[src/rtl/v_counter_sched.sv]
// v_counter_sched: round-robin scheduler sharing one signed up/down counter.
// Define V_COUNTER_SCHED_SAT_EN to saturate at max/min instead of wrapping.
module v_counter_sched #(
    parameter int WIDTH = 4,
    parameter int NREQ  = 4
) (
    input  logic                     C,
    input  logic                     R,
    input  logic [NREQ-1:0]          REQ,
    input  logic [2*NREQ-1:0]        OP,
    input  logic [WIDTH*NREQ-1:0]    DIN,
    output logic [NREQ-1:0]          GNT,
    output logic                     BUSY,
    output logic signed [WIDTH-1:0]  Q,
    output logic                     WRAP
);

    localparam int PW = $clog2(NREQ);

    localparam logic [1:0] OP_INC = 2'b00;
    localparam logic [1:0] OP_DEC = 2'b01;
    localparam logic [1:0] OP_LD  = 2'b10;
    localparam logic [1:0] OP_CLR = 2'b11;

    localparam logic signed [WIDTH-1:0] QMAX = {1'b0, {(WIDTH-1){1'b1}}};
    localparam logic signed [WIDTH-1:0] QMIN = {1'b1, {(WIDTH-1){1'b0}}};
    localparam logic signed [WIDTH-1:0] ONE  = {{(WIDTH-1){1'b0}}, 1'b1};
    localparam logic [NREQ-1:0]         G1   = {{(NREQ-1){1'b0}}, 1'b1};

    typedef enum logic [1:0] {
        IDLE,
        EXEC,
        GAP
    } state_t;

    state_t                   state;
    logic [PW-1:0]            ptr;
    logic [PW-1:0]            win;
    logic [1:0]               lop;
    logic signed [WIDTH-1:0]  ldin;

    logic [1:0]               op_a  [NREQ];
    logic [WIDTH-1:0]         din_a [NREQ];

    logic                     found;
    logic [PW-1:0]            pick;
    logic [PW:0]              scan;

    logic signed [WIDTH-1:0]  q_nxt;
    logic                     wrap_nxt;
    logic [PW-1:0]            ptr_nxt;

    // split the flat opcode and load-value buses into per-requester slots
    always_comb begin
        for (int i = 0; i < NREQ; i++) begin
            op_a[i]  = OP[2*i +: 2];
            din_a[i] = DIN[WIDTH*i +: WIDTH];
        end
    end

    // first requesting index at or after ptr, wrapping modulo NREQ
    always_comb begin
        found = 1'b0;
        pick  = '0;
        scan  = '0;
        for (int i = 0; i < NREQ; i++) begin
            scan = {1'b0, ptr} + (PW+1)'(i);
            if (scan >= (PW+1)'(NREQ))
                scan = scan - (PW+1)'(NREQ);
            if (!found && REQ[scan[PW-1:0]]) begin
                found = 1'b1;
                pick  = scan[PW-1:0];
            end
        end
    end

    // pointer moves to the slot just past the current winner
    always_comb begin
        if (win == PW'(NREQ-1))
            ptr_nxt = '0;
        else
            ptr_nxt = win + PW'(1);
    end

    // counter result and wrap flag for the latched operation
    always_comb begin
        q_nxt    = Q;
        wrap_nxt = 1'b0;
        case (lop)
            OP_INC: begin
                if (Q == QMAX) begin
                    wrap_nxt = 1'b1;
`ifdef V_COUNTER_SCHED_SAT_EN
                    q_nxt = QMAX;
`else
                    q_nxt = QMIN;
`endif
                end else begin
                    q_nxt = Q + ONE;
                end
            end
            OP_DEC: begin
                if (Q == QMIN) begin
                    wrap_nxt = 1'b1;
`ifdef V_COUNTER_SCHED_SAT_EN
                    q_nxt = QMIN;
`else
                    q_nxt = QMAX;
`endif
                end else begin
                    q_nxt = Q - ONE;
                end
            end
            OP_LD:   q_nxt = ldin;
            OP_CLR:  q_nxt = '0;
            default: q_nxt = Q;
        endcase
    end

    // IDLE -> EXEC -> GAP sequencer with registered outputs
    always_ff @(posedge C) begin
        if (R) begin
            state <= IDLE;
            ptr   <= '0;
            win   <= '0;
            lop   <= OP_INC;
            ldin  <= '0;
            GNT   <= '0;
            BUSY  <= 1'b0;
            Q     <= '0;
            WRAP  <= 1'b0;
        end else begin
            WRAP <= 1'b0;
            case (state)
                IDLE: begin
                    if (found) begin
                        win   <= pick;
                        lop   <= op_a[pick];
                        ldin  <= din_a[pick];
                        GNT   <= G1 << pick;
                        BUSY  <= 1'b1;
                        state <= EXEC;
                    end
                end
                EXEC: begin
                    GNT   <= '0;
                    Q     <= q_nxt;
                    WRAP  <= wrap_nxt;
                    ptr   <= ptr_nxt;
                    state <= GAP;
                end
                GAP: begin
                    BUSY  <= 1'b0;
                    state <= IDLE;
                end
                default: begin
                    GNT   <= '0;
                    BUSY  <= 1'b0;
                    state <= IDLE;
                end
            endcase
        end
    end

endmodule

[config.mk]
export PLATFORM = sky130hd
export DESIGN_NAME = v_counter_sched
export DESIGN_NICKNAME = d
export VERILOG_FILES = /design/src/rtl/v_counter_sched.sv
export SDC_FILE = /design/constraint.sdc
export NUM_CORES = 1
export LEC_CHECK = 0
export CORE_MARGIN = 2
export CORE_UTILIZATION = 46
export DETAILED_ROUTE_END_ITERATION = 12
export GPL_TIMING_DRIVEN = 0
export PLACE_DENSITY = 0.81
export RECOVER_POWER = 100
export SYNTH_ARGS = -nofsm -noshare
export SYNTH_HDL_FRONTEND = slang
export SYNTH_SLANG_ARGS = --single-unit
[constraint.sdc]
create_clock -name C -period 2.4 [get_ports C]
set_clock_uncertainty 0.05 [all_clocks]
set_input_delay 0.36 -clock C [delete_from_list [all_inputs] [get_ports C]]
set_output_delay 0.36 -clock C [all_outputs]
set_load 0.05 [all_outputs]
Metal layers overlaid:
(6 px per um) Two of the layers only.
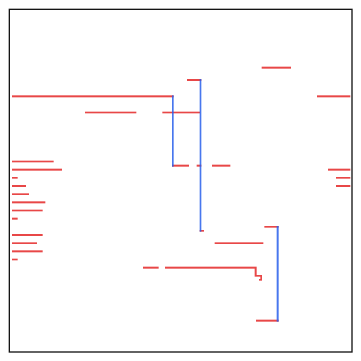
- M4: blue (wire length 52.4 um)
- M3: red (wire length 145 um)
Avg WL per Cell: 14.56 um
Total Wirelength: 3.349 mm
GRT Overall Usage: 22.09%
detailed-route via count: 1329

Register map, names as in the netlist:
(10 px per um) Other sequential cells in the stronger gray, the rest of the logic in the fainter gray.
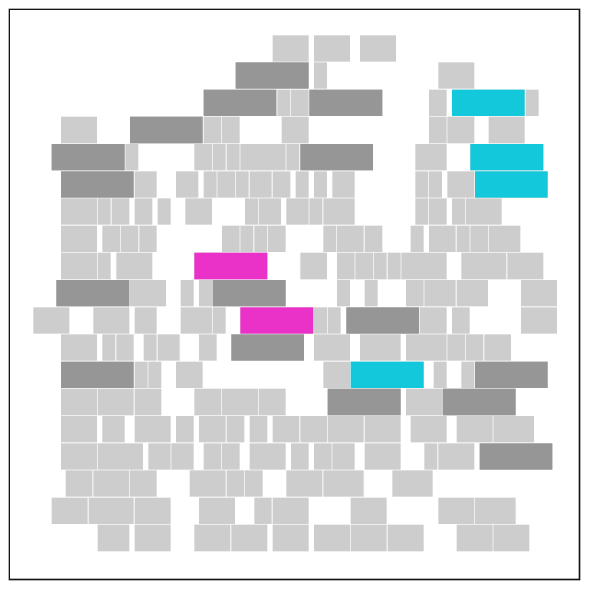
- `ptr`: magenta (sequential cells 2)
- `Q`: cyan (sequential cells 4)
- not colored: 16
Seq. cell area: 440.4 sq um
sequential cell area share: 25.42%
sequential cell power: 437 uW

==> out/metrics.yaml <==
routed.top_layer: "met4"
dp_cells: 227
rows: 19
edf_count: 0
p_leak_nw: 0.6708
clockNetworkAreaShare_pct: 1.300
antenna_cells: 0
whs_path_depth: 2
cp_slowest_cell: "clkdlybuf4s50_1"
status: "finished clean"
ys_area_sq_um: 1286
clkPwrFrac_pct: 17.8
synth_cell_types: 40
first_iter_violations: 59
setup_violations: 0
layout_top_cells: "clkdlybuf4s50_1 (28), dfxtp_1 (22), nand2_1 (20), a21oi_1 (14), o21ai_0 (12)"
ys_sh_xor_pct: 0.6809
seq_cell_count: 22
drc: 0
hold_viol_final: 0
taps: 31
crit_arrival_ps: 2360
nNonClkInverters: 6
bufAreaShareNonClock_pct: 24.69
final_cell_area_sq_um: 1733
logic_area_sq_um: 780.7
ys_cells: 157
wl_met1_mm: 1.526
fin_crit_ps: 2203
endpoint_kind: "flop"
p_int_uw: 612.9
switching_share_pct: 35.02
max_clock_freq_mhz: 454.0
crit_end: "ldin[3]"
ys_top_logic_family: "AND-OR/OR-AND gates"
path_depth: 7
power_density_nw_per_um2: 544.3
whs_endpoint: "GNT[2]"
regToRegEndpoint: "ldin[3]"
utilization_pct: 63.94
route.met2.wl_mm: 1.625
slowest_delay_ps: 530
io_buffers: 39
clk_pin_slew_ps: 120
fin_ws_ps: 197.3
root_buffer: "clkbuf_4"
setup_tns_ps: 0
ys_sh_aoi_pct: 28.31
met3_length_um: 145
core_sq_um: 2710
final_cell_count_no_fill: 230
critPathBufInv: 2
cp.required_ps: 2560
relSlewSlack_pct: 58.92
synth.avg_cell_area_sq_um: 8.193
die_y_um: 56.88
reg.largest.list: "GNT (4), Q (4), ldin (4)"
grt_overflow: 0
pin_count: 40
yosys_warnings: 0
dpl_cell_area_sq_um: 1715
worstSetupStartpointType: "input port"
use_met2_pct: 36.78
die_w_um: 56.88
grt_max_degree: 12
power_frac_comb_pct: 35.9
area_growth_pct: 34.73
h-tree-depth: 1
path_delay_family: "buffers and inverters"
yosysMostFrequentCell: "dfxtp_1"
warning_count: 27
place.gp.congestion: 0.8932
postSynth.asyncResetShare_pct: 0
startpoint: "REQ[1]"
largestPowerGroup: "sequential cells"
ff_type: "dfxtp_1"
No activity file was given, so power comes from the tool's default toggle rates.
